[config.mk]
export PLATFORM = sky130hd
export DESIGN_NAME = decode_stage
export DESIGN_NICKNAME = d
export VERILOG_FILES = /design/src/rtl/decode_stage.sv
export SDC_FILE = /design/constraint.sdc
export NUM_CORES = 2
export LEC_CHECK = 0
export CORE_UTILIZATION = 45
export CTS_BUF_LIST = sky130_fd_sc_hd__clkbuf_2 sky130_fd_sc_hd__clkbuf_4 sky130_fd_sc_hd__clkbuf_8
export CTS_CLUSTER_SIZE = 10
export DETAILED_ROUTE_END_ITERATION = 8
export SLEW_MARGIN = 20
export SYNTH_ARGS = -nofsm -noshare
export SYNTH_HDL_FRONTEND = slang
export SYNTH_SLANG_ARGS = --single-unit
[constraint.sdc]
create_clock -name i_clk -period 45 [get_ports i_clk]
set_input_delay 9 -clock i_clk [delete_from_list [all_inputs] [get_ports i_clk]]
set_output_delay 9 -clock i_clk [all_outputs]
set_load 0.05 [all_outputs]
[src/rtl/decode_stage.sv]
// Decode stage: register file with writeback bypass, immediate generation, load-use stall.
// One cycle from accepted instruction to o_valid; holds its outputs while i_ex_ready is low.
module decode_stage #(
    parameter int DATA_WIDTH     = 32,
    parameter int REG_FILE_DEPTH = 32,
    parameter int BYPASS_EN      = 1,
    localparam int REG_FILE_ADDR = $clog2(REG_FILE_DEPTH)
) (
    input  logic                     i_clk,
    input  logic                     i_reset,
    input  logic                     i_valid,
    output logic                     o_ready,
    input  logic [31:0]              i_instr,
    input  logic [DATA_WIDTH-1:0]    i_pc,
    input  logic                     i_wb_en,
    input  logic [REG_FILE_ADDR-1:0] i_wb_addr,
    input  logic [DATA_WIDTH-1:0]    i_wb_data,
    input  logic                     i_flush,
    input  logic                     i_ex_mem_read,
    input  logic [REG_FILE_ADDR-1:0] i_ex_rd,
    output logic                     o_valid,
    input  logic                     i_ex_ready,
    output logic [DATA_WIDTH-1:0]    o_data_1,
    output logic [DATA_WIDTH-1:0]    o_data_2,
    output logic [DATA_WIDTH-1:0]    o_imm,
    output logic [DATA_WIDTH-1:0]    o_pc,
    output logic [REG_FILE_ADDR-1:0] o_rs1,
    output logic [REG_FILE_ADDR-1:0] o_rs2,
    output logic [REG_FILE_ADDR-1:0] o_rd,
    output logic [6:0]               o_opcode,
    output logic [2:0]               o_funct3,
    output logic [6:0]               o_funct7,
    output logic                     o_illegal
);
    localparam logic [6:0] OP_IMM = 7'b0010011, OP_LOAD = 7'b0000011, OP_JALR = 7'b1100111;
    localparam logic [6:0] OP_STORE = 7'b0100011, OP_BRANCH = 7'b1100011;
    localparam logic [6:0] OP_LUI = 7'b0110111, OP_AUIPC = 7'b0010111, OP_JAL = 7'b1101111;
    localparam logic [6:0] OP_REG = 7'b0110011;

    logic [DATA_WIDTH-1:0]    r_regs [REG_FILE_DEPTH];
    logic                     r_valid, r_illegal;
    logic [DATA_WIDTH-1:0]    r_data_1, r_data_2, r_imm, r_pc;
    logic [REG_FILE_ADDR-1:0] r_rs1, r_rs2, r_rd;
    logic [6:0]               r_opcode, r_funct7;
    logic [2:0]               r_funct3;

    logic [6:0]               w_opcode;
    logic [REG_FILE_ADDR-1:0] w_rs1, w_rs2, w_rd;
    logic [DATA_WIDTH-1:0]    w_src_1, w_src_2, w_imm;
    logic signed [31:0]       w_imm32;
    logic                     w_legal_op, w_is_uj, w_uses_rs2;
    logic                     w_hazard, w_load_en, w_wb_live;

    assign w_opcode = i_instr[6:0];
    assign w_rs1    = i_instr[15 +: REG_FILE_ADDR];
    assign w_rs2    = i_instr[20 +: REG_FILE_ADDR];
    assign w_rd     = i_instr[7 +: REG_FILE_ADDR];

    // A writeback landing this cycle is visible to the reader only when bypass is enabled.
    assign w_wb_live = (BYPASS_EN != 0) && i_wb_en && (i_wb_addr != '0);
    assign w_src_1 = (w_rs1 == '0) ? '0 : (w_wb_live && i_wb_addr == w_rs1) ? i_wb_data : r_regs[w_rs1];
    assign w_src_2 = (w_rs2 == '0) ? '0 : (w_wb_live && i_wb_addr == w_rs2) ? i_wb_data : r_regs[w_rs2];

    always_comb begin
        w_imm32    = '0;
        w_legal_op = 1'b1;
        w_is_uj    = 1'b0;
        w_uses_rs2 = 1'b0;
        case (w_opcode)
            OP_IMM, OP_LOAD, OP_JALR: w_imm32 = {{20{i_instr[31]}}, i_instr[31:20]};
            OP_STORE: begin
                w_imm32    = {{20{i_instr[31]}}, i_instr[31:25], i_instr[11:7]};
                w_uses_rs2 = 1'b1;
            end
            OP_BRANCH: begin
                w_imm32    = {{19{i_instr[31]}}, i_instr[31], i_instr[7], i_instr[30:25], i_instr[11:8], 1'b0};
                w_uses_rs2 = 1'b1;
            end
            OP_LUI, OP_AUIPC: begin
                w_imm32 = {i_instr[31:12], 12'b0};
                w_is_uj = 1'b1;
            end
            OP_JAL: begin
                w_imm32 = {{11{i_instr[31]}}, i_instr[31], i_instr[19:12], i_instr[20], i_instr[30:21], 1'b0};
                w_is_uj = 1'b1;
            end
            OP_REG:  w_uses_rs2 = 1'b1;
            default: w_legal_op = 1'b0;
        endcase
    end

    // Size cast of a signed value sign-extends to the datapath width.
    assign w_imm = DATA_WIDTH'(w_imm32);

    assign w_hazard  = i_valid && i_ex_mem_read && (i_ex_rd != '0) && !w_is_uj &&
                       ((i_ex_rd == w_rs1) || (w_uses_rs2 && (i_ex_rd == w_rs2)));
    assign w_load_en = !r_valid || i_ex_ready;
    assign o_ready   = !i_reset && (i_flush || (w_load_en && !w_hazard));

    always_ff @(posedge i_clk or posedge i_reset) begin
        if (i_reset) begin
            for (int i = 0; i < REG_FILE_DEPTH; i++) r_regs[i] <= '0;
        end else if (i_wb_en && i_wb_addr != '0) begin
            r_regs[i_wb_addr] <= i_wb_data;
        end
    end

    always_ff @(posedge i_clk or posedge i_reset) begin
        if (i_reset) begin
            r_valid   <= 1'b0;
            r_illegal <= 1'b0;
            r_data_1  <= '0;
            r_data_2  <= '0;
            r_imm     <= '0;
            r_pc      <= '0;
            r_rs1     <= '0;
            r_rs2     <= '0;
            r_rd      <= '0;
            r_opcode  <= '0;
            r_funct3  <= '0;
            r_funct7  <= '0;
        end else if (i_flush) begin
            r_valid <= 1'b0;
        end else if (w_load_en && w_hazard) begin
            r_valid <= 1'b0;
        end else if (w_load_en) begin
            r_valid   <= i_valid;
            r_illegal <= !w_legal_op || (i_instr[1:0] != 2'b11);
            r_data_1  <= w_src_1;
            r_data_2  <= w_src_2;
            r_imm     <= w_imm;
            r_pc      <= i_pc;
            r_rs1     <= w_rs1;
            r_rs2     <= w_rs2;
            r_rd      <= w_rd;
            r_opcode  <= w_opcode;
            r_funct3  <= i_instr[14:12];
            r_funct7  <= i_instr[31:25];
        end
    end

    assign o_valid   = r_valid;
    assign o_illegal = r_illegal;
    assign o_data_1  = r_data_1;
    assign o_data_2  = r_data_2;
    assign o_imm     = r_imm;
    assign o_pc      = r_pc;
    assign o_rs1     = r_rs1;
    assign o_rs2     = r_rs2;
    assign o_rd      = r_rd;
    assign o_opcode  = r_opcode;
    assign o_funct3  = r_funct3;
    assign o_funct7  = r_funct7;
endmodule

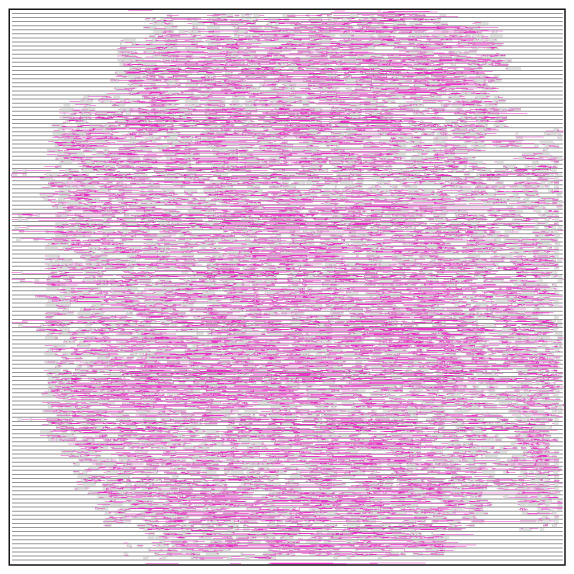
Fig. 1. The metal 1 layer.
Scale: 1.5 px per um. Supply wires on this layer in grey. Cells faint in the background.
main direction: horizontal
longest straight run: 128 um

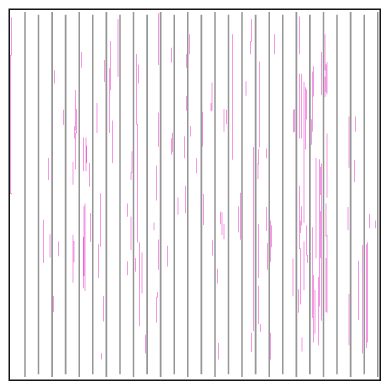
Fig. 2. M4 wires.
Scale: 1 px per um. Supply wires on this layer in grey.
wire length on this layer: 5,750 um
nets with wire on the layer: 69
share of all routed wire: 3.1%
longest straight run: 184 um
vias: 38,314
DRT Wirelength: 187,000 um

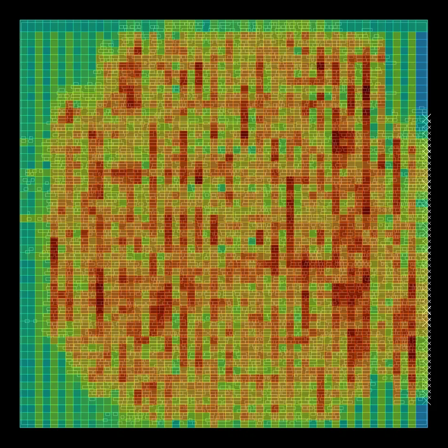
Fig. 3. Congestion heat map.
Core Util, Final: 51.9%
grt peak-use layer: met2
GRT met1 Usage: 38.7%
met2 GRT Util: 43.7%
WL/cell: 30.9 um

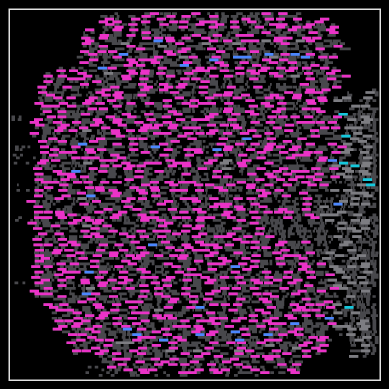
Fig. 4. Where the registers sit.
Scale: 1 px per um.
legend:
  magenta:
    name_in_the_netlist: r_regs
    flops: 1,024
    where: spread over the die
  cyan:
    name_in_the_netlist: o_funct7
    flops: 7
    where: right middle
  blue:
    name_in_the_netlist: o_data_1
    flops: 32

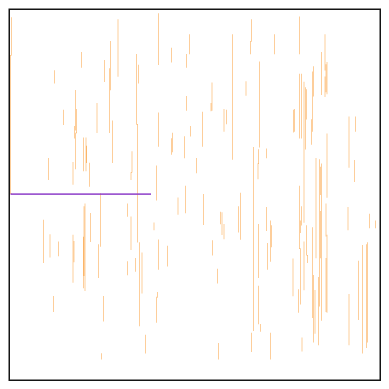
Fig. 5. Routed metal, one colour a layer.
Scale: 1 px per um. Only two layers are drawn.
legend:
  orange:
    layer: metal 4
    wire_length: 5,750 um
  purple:
    layer: metal 5
    wire_length: 139 um
GRT Resource Usage Total: 27.8%

==> impl_metrics.json <==
{
  "startpoint_type": "primary input",
  "r2r_setup_slack_ps": 41560,
  "grt-ovfl-total": 0,
  "final_net_count": 4229,
  "synthTopCellsByCount": "dfrtp_1 (1,186), mux2_2 (1,051), mux4_2 (560)",
  "enable_flop_cells": 0,
  "syn2layout_area_growth_pct": 14.3,
  "fp_util_pct": 45.4,
  "pwr-share-seq_pct": 44.4,
  "clkTransAtPathRegs_ps": 50,
  "cts.htree.levels": 4,
  "fmax_mhz": 47.9,
  "io_pins": 276,
  "dp.cells": 5676,
  "fin_skew_ps": 36.7,
  "yosysWarnings": 0,
  "worst_r2r_endpoint": "o_data_2[11]$_DFFE_PP0P_",
  "die-area_um2": 137000,
  "lay_top_cells": "dfrtp_1 (1,186), mux2_2 (1,051), mux4_2 (560), clkbuf_8 (273), clkdlybuf4s50_1 (263)",
  "yosys-top-cells-area": "dfrtp_1 (49%), mux4_2 (21%), mux2_2 (19%)",
  "violations": "DRC",
  "hold_buffers": 0,
  "drc": 109,
  "startpoint": "i_instr[6]",
  "status": "complete, but fails checks",
  "ys_ff": 1186,
  "rows": 134,
  "viasPerCell": 6.33
}
-- kinds of logic after synthesis --
| family | share of synthesized area (%) |
|---|---|
| and+or+nand+nor | 2.10 |
| muxes | 40.7 |
| DFF | 48.8 |
| buffers and inverters | 3.37 |
| AOI/OAI and AO/OA | 4.66 |
| xor gates and xnor gates | 0.288 |
-- metal layers --
layer,vias to the layer above,part of all wire [%],global-route usage (%)
met5,-,0.074,0
met4,2,3.1,9.45
met2,1476,47,43.7
met1,20852,42,38.7
li1,15644,-,-
met3,340,7.2,5.58
-- worst max-delay path, stage by stage --
cell and delay, ps:
clkdlybuf4s50_1 630, nor2b_1 230, and4b_1 610, a21oi_1 200, nand3_1 170, a21oi_1 110
nor2_1 100, clkdlybuf4s50_1 800
-- layout make-up --
class                   instances  area, um2
fillers                     11324      64300
clock inverters                28        239
flip-flops and latches       1186      29700
well taps                    1768       2210
multi-input cells            2300      29300
repair buffers                387       3630
clock buffers                 337       4240
diodes                          9       22.5
inverters                      36        143
-- power by group through the flow --
stage | clock, W | sequential, W | combinational, W
final | 0.00106 | 0.00141 | 0.000698
after detailed placement | 0 | 0.00142 | 0.000702
after floorplan | 0 | 0.00146 | 0.000464
after global routing | 0.00114 | 0.00143 | 0.000744
after CTS | 0.00109 | 0.00140 | 0.000703
after global placement | 0 | 0.00141 | 0.000691
-- through the flow --
step,setup WS (ps),power (W)
floorplan,2590,0.00192
global placement,24190,0.00210
detailed placement,24170,0.00212
CTS,24170,0.00319
global route,23970,0.00331
finish,24140,0.00317
-- sequential cells by signal, indices dropped and copies added (netlist names), 3 cells and up --
name      count
o_imm        32
o_rd          5
r_regs     1024
o_data_1     32
o_pc         32
o_data_2     32
o_rs2         5
o_funct7      7
o_opcode      7
o_rs1         5
o_funct3      3
Power figures rest on the tool's default switching activity, not on a simulated workload.
